Fig. 1: run 1, signal wires on met1
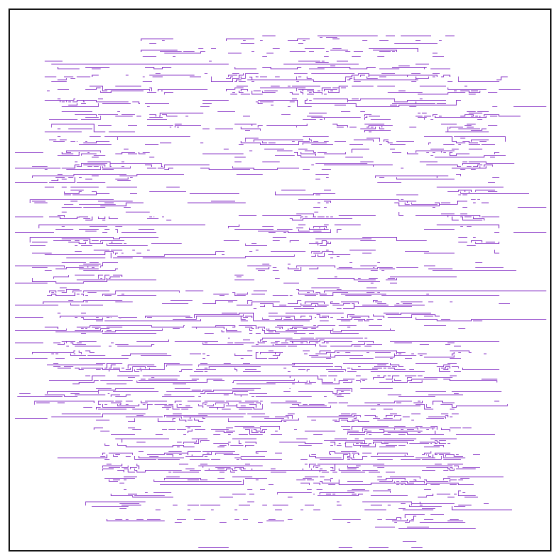
Fig. 2: run 1, cell density map
The die is cut into 12 by 12 equal tiles; white is low, dark blue is high, 0 to 100% covered.
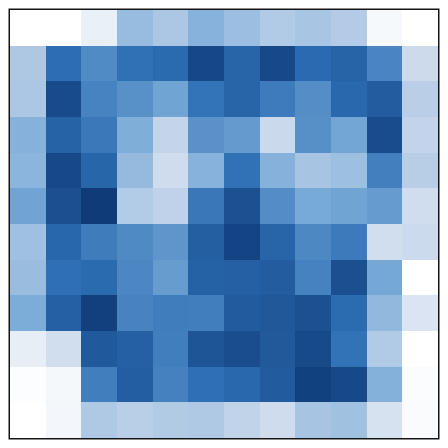
Fig. 3: run 1, cell placement
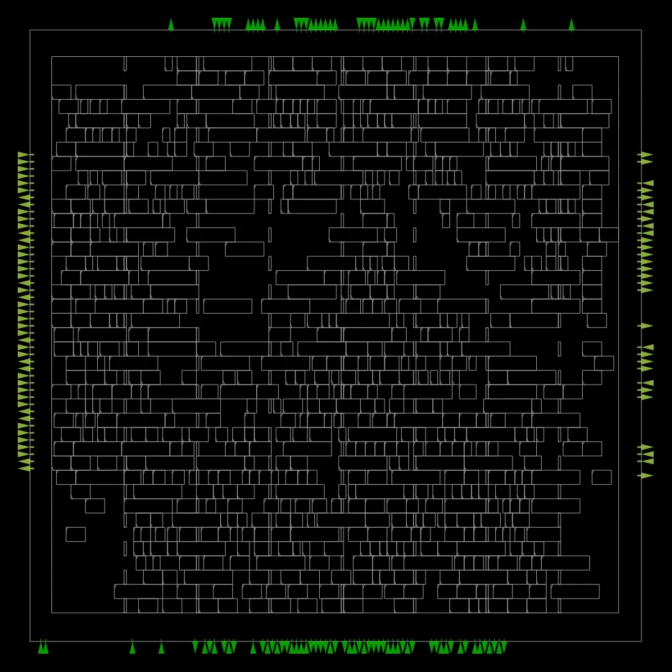
## config.mk

```make
export PLATFORM = sky130hd
export DESIGN_NAME = wb_master
export DESIGN_NICKNAME = d
export VERILOG_FILES = /design/src/rtl/wb_master.sv
export SDC_FILE = /design/constraint.sdc
export NUM_CORES = 1
export LEC_CHECK = 0
export CAP_MARGIN = 5
export CORE_MARGIN = 4
export CORE_UTILIZATION = 45
export DETAILED_ROUTE_END_ITERATION = 8
export PLACE_DENSITY = 0.88
export SLEW_MARGIN = 10
export SYNTH_ARGS = -nofsm -noshare
export SYNTH_HDL_FRONTEND = slang
export SYNTH_SLANG_ARGS = --single-unit
```

## constraint.sdc

```tcl
create_clock -name clk -period 2.6 [get_ports clk]
set_input_delay 0.39 -clock clk [delete_from_list [all_inputs] [get_ports clk]]
set_output_delay 0.39 -clock clk [all_outputs]
set_load 0.02 [all_outputs]
```

## src/rtl/wb_master.sv

```systemverilog
// wb_master: pipelined Wishbone B4 initiator splitting one wide core request into BEATS bus beats.
// Optional watchdog abort is compiled in with `define WB_MASTER_TIMEOUT_EN.
module wb_master #(
  parameter int OPTN_WB_DATA_WIDTH = 16,
  parameter int OPTN_WB_ADDR_WIDTH = 32,
  parameter int OPTN_DATA_WIDTH    = 32,
  parameter int OPTN_TIMEOUT       = 16
) (
  input  logic                            clk,
  input  logic                            n_rst,
  input  logic                            i_biu_en,
  input  logic                            i_biu_we,
  input  logic [OPTN_WB_ADDR_WIDTH-1:0]   i_biu_addr,
  input  logic [OPTN_DATA_WIDTH-1:0]      i_biu_data,
  output logic [OPTN_DATA_WIDTH-1:0]      o_biu_data,
  output logic                            o_biu_busy,
  output logic                            o_biu_done,
  output logic                            o_biu_err,
  output logic                            o_wb_cyc,
  output logic                            o_wb_stb,
  output logic                            o_wb_we,
  output logic [OPTN_WB_DATA_WIDTH/8-1:0] o_wb_sel,
  output logic [OPTN_WB_ADDR_WIDTH-1:0]   o_wb_addr,
  output logic [OPTN_WB_DATA_WIDTH-1:0]   o_wb_data,
  input  logic [OPTN_WB_DATA_WIDTH-1:0]   i_wb_data,
  input  logic                            i_wb_ack,
  input  logic                            i_wb_stall
);

  localparam int WW    = OPTN_WB_DATA_WIDTH;
  localparam int AW    = OPTN_WB_ADDR_WIDTH;
  localparam int DW    = OPTN_DATA_WIDTH;
  localparam int WB_WORD_SIZE = WW / 8;
  localparam int BEATS = DW / WW;
  localparam int CW    = $clog2(BEATS) + 1;
  localparam int LINE_BYTES = DW / 8;

  localparam logic [AW-1:0] ADDR_MASK = ~AW'(LINE_BYTES - 1);
  localparam logic [AW-1:0] ADDR_STEP = AW'(WB_WORD_SIZE);
  localparam logic [CW-1:0] LAST     = CW'(BEATS - 1);
  localparam logic [CW-1:0] ALL      = CW'(BEATS);
  localparam logic [CW-1:0] CNT_ONE  = CW'(1);

  typedef enum logic [1:0] {
    IDLE,
    REQ,
    WAIT,
    DONE
  } state_t;

  state_t        state;
  logic          we_q;
  logic [DW-1:0] wr_buf;
  logic [CW-1:0] iss_cnt;
  logic [CW-1:0] ack_cnt;

  logic active;
  logic beat_acc;
  logic ack_ok;
  logic issue_last;
  logic acks_done;
  logic finish;
  logic wd_hit;

  assign active     = (state == REQ) || (state == WAIT);
  assign beat_acc   = (state == REQ) && o_wb_stb && !i_wb_stall;
  assign ack_ok     = active && i_wb_ack && (ack_cnt != ALL);
  assign issue_last = beat_acc && (iss_cnt == LAST);
  assign acks_done  = (ack_cnt == ALL) ||
                      (ack_ok && (ack_cnt == LAST));

  // The last ack may land on the same edge as the last issue,
  // so REQ can finish directly without visiting WAIT.
  assign finish = wd_hit ||
                  ((state == REQ) && issue_last && acks_done) ||
                  ((state == WAIT) && acks_done);

  // Bus FSM, beat/ack counters and all registered outputs.
  always_ff @(posedge clk or negedge n_rst) begin
    if (!n_rst) begin
      state      <= IDLE;
      we_q       <= 1'b0;
      wr_buf     <= '0;
      iss_cnt    <= '0;
      ack_cnt    <= '0;
      o_biu_data <= '0;
      o_biu_busy <= 1'b0;
      o_biu_done <= 1'b0;
      o_wb_cyc   <= 1'b0;
      o_wb_stb   <= 1'b0;
      o_wb_we    <= 1'b0;
      o_wb_sel   <= '0;
      o_wb_addr  <= '0;
      o_wb_data  <= '0;
    end else begin
      o_biu_done <= 1'b0;

      if (beat_acc)
        iss_cnt <= iss_cnt + CNT_ONE;

      if (ack_ok) begin
        ack_cnt <= ack_cnt + CNT_ONE;
        if (!we_q) begin
          for (int k = 0; k < BEATS; k++) begin
            if (ack_cnt == CW'(k))
              o_biu_data[k*WW +: WW] <= i_wb_data;
          end
        end
      end

      if (finish) begin
        state      <= DONE;
        o_biu_done <= 1'b1;
        o_wb_cyc   <= 1'b0;
        o_wb_stb   <= 1'b0;
        o_wb_we    <= 1'b0;
        o_wb_sel   <= '0;
        o_wb_addr  <= '0;
        o_wb_data  <= '0;
      end else begin
        unique case (state)
          IDLE: begin
            if (i_biu_en) begin
              state      <= REQ;
              we_q       <= i_biu_we;
              iss_cnt    <= '0;
              ack_cnt    <= '0;
              o_biu_data <= '0;
              o_biu_busy <= 1'b1;
              o_wb_cyc   <= 1'b1;
              o_wb_stb   <= 1'b1;
              o_wb_we    <= i_biu_we;
              o_wb_sel   <= '1;
              o_wb_addr  <= i_biu_addr & ADDR_MASK;
              o_wb_data  <= i_biu_we ?
                            i_biu_data[WW-1:0] : '0;
              wr_buf     <= i_biu_we ?
                            (i_biu_data >> WW) : '0;
            end
          end
          REQ: begin
            if (issue_last) begin
              state     <= WAIT;
              o_wb_stb  <= 1'b0;
              o_wb_sel  <= '0;
              o_wb_addr <= '0;
              o_wb_data <= '0;
            end else if (beat_acc) begin
              o_wb_addr <= o_wb_addr + ADDR_STEP;
              o_wb_data <= wr_buf[WW-1:0];
              wr_buf    <= wr_buf >> WW;
            end
          end
          WAIT: begin
            state <= WAIT;
          end
          DONE: begin
            state      <= IDLE;
            o_biu_busy <= 1'b0;
          end
          default: begin
            state <= IDLE;
          end
        endcase
      end
    end
  end

`ifdef WB_MASTER_TIMEOUT_EN
  localparam int TW = $clog2(OPTN_TIMEOUT + 1);
  localparam logic [TW-1:0] WD_LAST = TW'(OPTN_TIMEOUT - 1);
  localparam logic [TW-1:0] WD_ONE  = TW'(1);

  logic [TW-1:0] wd_cnt;

  assign wd_hit = active && !beat_acc && !ack_ok &&
                  (wd_cnt == WD_LAST);

  // Watchdog: restarts on any bus progress, counts stalled owned cycles.
  always_ff @(posedge clk or negedge n_rst) begin
    if (!n_rst)
      wd_cnt <= '0;
    else if (!active || beat_acc || ack_ok)
      wd_cnt <= '0;
    else
      wd_cnt <= wd_cnt + WD_ONE;
  end

  // Error flag pulses together with done on a watchdog abort.
  always_ff @(posedge clk or negedge n_rst) begin
    if (!n_rst)
      o_biu_err <= 1'b0;
    else
      o_biu_err <= wd_hit;
  end
`else
  logic unused_timeout;

  assign wd_hit         = 1'b0;
  assign o_biu_err      = 1'b0;
  // Timeout depth only matters when the watchdog is built in.
  assign unused_timeout = ^OPTN_TIMEOUT;
`endif

endmodule

```

==> out/qor.yml, run 1 <==
logic_synthesis:
  ys_sh_simple: 0.212
  async_flop_share: 1.00
  ys_area_sq_mm: 0.00531
  avgSynthCellArea_sq_um: 9.13
  topCombFamilyByArea: "simple AND/OR/NAND/NOR gates"
  synth_seq_share: 0.505
  topCellsByArea: "dfrtp_1 50%, nand2_1 8.4%, a21oi_1 5.4%, o21ai_0 4.7%, a221o_1 3.4%"
  syn_area_sq_mm: 0.00531
  yosys_warnings: 0
clock_network:
  clkLatencyLatePin_ns: 0.35
  root_buffer: "clkbuf_16"
  cts_max_path_buffers: 2
  clkTransAtPathRegs_ns: 0.07
  numCtsBuffers: 9
  holdBufCountCts: 1
power:
  power.switching_uw: 3730
  pg_clk_uw: 1310
routing:
  drc: 0
layout:
  comb-cell-share: 0.323
  nNonClkBuffers: 197
  seq_share: 0.355
  n_all_inverters: 16
  lay_top_count: "clkdlybuf4s50_1"
  layout_top_cells: "168 x clkdlybuf4s50_1, 119 x nand2_1, 107 x dfrtp_1, 57 x a21oi_1, 50 x o21ai_0"
  drive_gt1_frac: 0.0751
  clkbuf_count: 11
outcome:
  status: "finished clean"
sta:
  finalHoldViolations: 0
  whs_ns: 0.475
  worst_slew_pin_slew_ns: 0.743
  rsz0062_at_grt: "false"
critical_path:
  cp.depth: 6
  timing.rr.start: "state[0]"
  cpPeakStageDelay_ns: 0.55
job:
  openroad.warnings: 33
global_route:
  use_met2: 0.390
placement:
  io_buffers: 169
  pre_cts_ws_ns: -0.0208
die:
  fp.dieW_microns: 117
About Fig. 1:
share of all routed wire: 40%
main direction: horizontal
longest straight run: 47.8 microns
wire length on this layer: 6,340 microns
grt met1 use: 0.307
vias: 5,224
final wirelength: 15,700 microns

About Fig. 2:
fullest tile: 96%
mean over tiles: 54%
nearly empty tiles: 4.9%
tiles over 75% full: 31%
core area: 0.0115 sq mm
Core Util, Final: 0.658
initial core utilization: 0.463

About Fig. 3:
Seq cells: 107
Final Non-Filler Cells: 902
row cnt: 39
n_taps: 143

==> run 2: changes to the inputs <==
--- a/config.mk
+++ b/config.mk
@@ -5,11 +5,13 @@
 export SDC_FILE = /design/constraint.sdc
 export NUM_CORES = 1
 export LEC_CHECK = 0
+export ABC_AREA = 1
 export CAP_MARGIN = 5
 export CORE_MARGIN = 4
-export CORE_UTILIZATION = 45
+export CORE_UTILIZATION = 49
 export DETAILED_ROUTE_END_ITERATION = 8
-export PLACE_DENSITY = 0.88
+export GPL_TIMING_DRIVEN = 1
+export PLACE_DENSITY = 0.91
 export SLEW_MARGIN = 10
 export SYNTH_ARGS = -nofsm -noshare
 export SYNTH_HDL_FRONTEND = slang
==> run 2 against run 1 <==
  * Flip-flop count is the same
  * Wire length up 2.6%
  * Clock-buffer cell count shrank 1
  * Register-to-register slack better by 0.11 ns
  * Clock skew about the same
  * Combinational power down 93%
  * Maximum frequency grew 4.6%
  * Clock power hardly changed
  * Global-route usage down 0.52 points
  * Die size grew 5.5%
  * Non-clock buffer count fell by 19
  * Sequential share of layout area is 2.4 points lower
  * Critical endpoint is now o_wb_data[13]
  * Largest cell class unchanged
  * Largest power group is now sequential cells
==> out/qor.yml, run 2 <==
clock_network:
  root_buffer: "clkbuf_16"
  numCtsBuffers: 9
  holdBufCountCts: 0
  cts_max_path_buffers: 2
layout:
  lay_top_count: "nand2_1"
  clkbuf_count: 10
  layout_top_cells: "287 x nand2_1, 168 x clkdlybuf4s50_1, 121 x inv_1, 107 x dfrtp_1, 71 x nand3_1"
  ff_count: 107
  n_all_inverters: 129
  comb-cell-share: 0.330
  nNonClkBuffers: 178
  drive_gt1_frac: 0.0659
logic_synthesis:
  topCellsByArea: "dfrtp_1 44%, nand2_1 18%, inv_1 7.4%, nand3_1 5.8%, o21ai_0 5.2%"
  topCombFamilyByArea: "simple AND/OR/NAND/NOR gates"
  synth_seq_share: 0.437
  avgSynthCellArea_sq_um: 7.40
  yosys_warnings: 0
  async_flop_share: 1.00
  ys_area_sq_mm: 0.00612
critical_path:
  timing.rr.end: "o_wb_data[13]"
  cpPeakStageDelay_ns: 0.48
  timing.rr.start: "state[1]"
routing:
  post_drt_wl_per_cell_microns: 13.9
  wirelength_microns: 16100
  drc: 0
  num_vias: 5763
job:
  openroad.warnings: 33
global_route:
  grt_use_met1: 0.274
die:
  fp_util: 0.505
  num_tap_cells: 168
  fp.dieW_microns: 120
sta:
  worst_slew_pin_slew_ns: 0.660
  whs_ns: 0.0775
  rsz0062_at_grt: "false"
  finalHoldViolations: 0
outcome:
  status: "finished clean"
placement:
  io_buffers: 169
  pre_cts_ws_ns: 0.293
power:
  pg_clk_uw: 1320
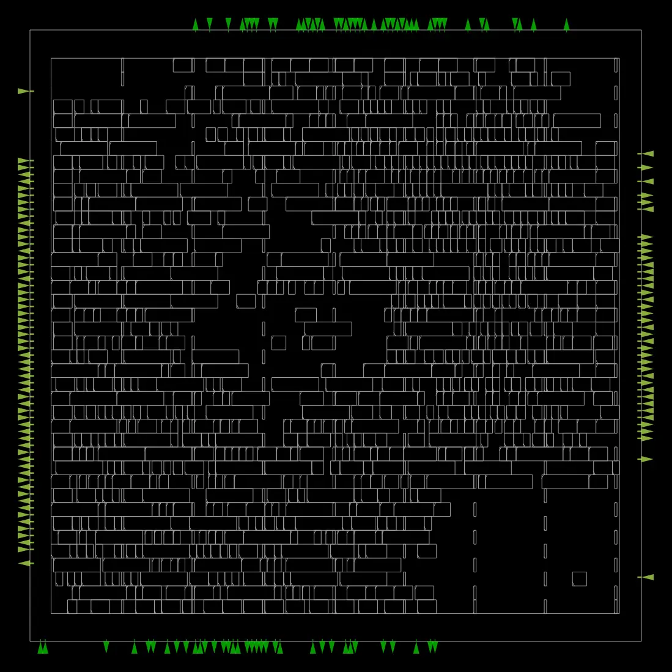
Fig. 4. Cell placement (run 2).
row cnt: 40
core area: 0.0121 sq mm
fraction of area in registers: 0.330
Core Util, Final: 0.669

==> run 3: changes to the inputs <==
--- a/config.mk
+++ b/config.mk
@@ -8,10 +8,11 @@
 export ABC_AREA = 1
 export CAP_MARGIN = 5
 export CORE_MARGIN = 4
-export CORE_UTILIZATION = 49
+export CORE_UTILIZATION = 52
+export CTS_CLUSTER_DIAMETER = 200
 export DETAILED_ROUTE_END_ITERATION = 8
 export GPL_TIMING_DRIVEN = 1
-export PLACE_DENSITY = 0.91
+export PLACE_DENSITY = 0.95
 export SLEW_MARGIN = 10
 export SYNTH_ARGS = -nofsm -noshare
 export SYNTH_HDL_FRONTEND = slang
==> constraint.sdc (replaced) <==
create_clock -name clk -period 2.8 [get_ports clk]
set_input_delay 0.42 -clock clk [delete_from_list [all_inputs] [get_ports clk]]
set_output_delay 0.42 -clock clk [all_outputs]
set_load 0.02 [all_outputs]
==> run 3 against run 2 <==
  * Combinational power decreased by 9.1%
  * First-iteration DRC count down 17%
  * Register-to-register slack hardly changed
  * Total power shrank 5.0%
  * Area after synthesis unchanged
  * Maximum frequency down 7.8%
  * Non-clock buffer count fell by 3
  * Critical path depth is 3 lower
  * Worst setup slack gained 0.0045 ns
  * Via count rose by 0.75%
  * Sequential power down 7%
  * Worst hold slack lost 0.022 ns
  * Critical endpoint is now wr_buf[4]
  * Highest routed layer unchanged
==> out/qor.yml, run 3 <==
outcome:
  status: "finished clean"
layout:
  ff_count: 107
  nNonClkBuffers: 175
  final_util: 0.704
  seq_share: 0.332
  fin_cells: 1126
  drive_gt1_frac: 0.0631
  lay_top_count: "nand2_1"
  clkbuf_count: 10
  layout_top_cells: "287 x nand2_1, 168 x clkdlybuf4s50_1, 121 x inv_1, 107 x dfrtp_1, 71 x nand3_1"
  n_all_inverters: 129
clock_network:
  clkLatencyLatePin_ns: 0.35
  holdBufCountCts: 0
  clkTransAtPathRegs_ns: 0.07
  root_buffer: "clkbuf_16"
  cts_max_path_buffers: 2
logic_synthesis:
  yosys_warnings: 0
  ys_sh_simple: 0.306
  topCombFamilyByArea: "simple AND/OR/NAND/NOR gates"
  async_flop_share: 1.00
  syn_area_sq_mm: 0.00612
critical_path:
  cp.depth: 8
  cpPeakStageDelay_ns: 0.53
  timing.rr.end: "wr_buf[4]"
placement:
  pre_cts_ws_ns: 0.351
  io_buffers: 169
routing:
  drc: 0
  post_drt_wl_per_cell_microns: 14.6
  num_vias: 5806
  wirelength_microns: 16400
global_route:
  grt_use_met1: 0.311
die:
  num_rows: 39
  core_area_sq_mm: 0.0115
  num_tap_cells: 143
  fp.dieW_microns: 117
sta:
  whs_ns: 0.0551
  rsz0062_at_grt: "false"
  worst_slew_pin_slew_ns: 0.656
power:
  pg_clk_uw: 1300
  power.switching_uw: 714
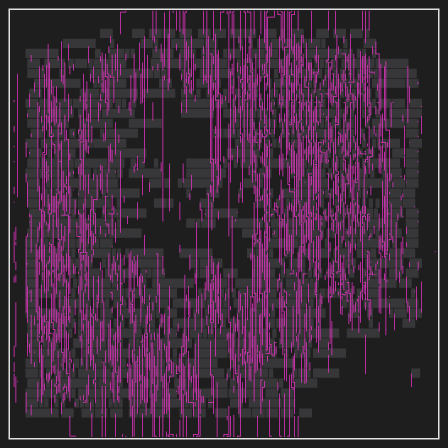
Fig. 5. Met2 routing (run 3).
longest straight run: 39.4 microns
share of all routed wire: 49%
main direction: vertical
nets with wire on the layer: 862
wire length on this layer: 8,100 microns


==> notes/layouts.md <==
Pictures saved along the way, in no particular order.

Sequential cells grouped by signal name.
Other sequential cells in the stronger gray, the rest of the logic in the fainter gray.
(a)
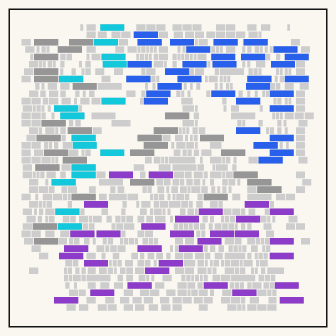
(b)
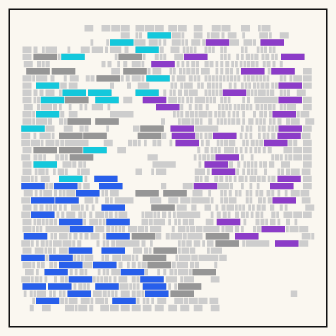
- most cells: (b)
run 1: (a)
run 2: (b)

Power is estimated from default activity; no workload was simulated.
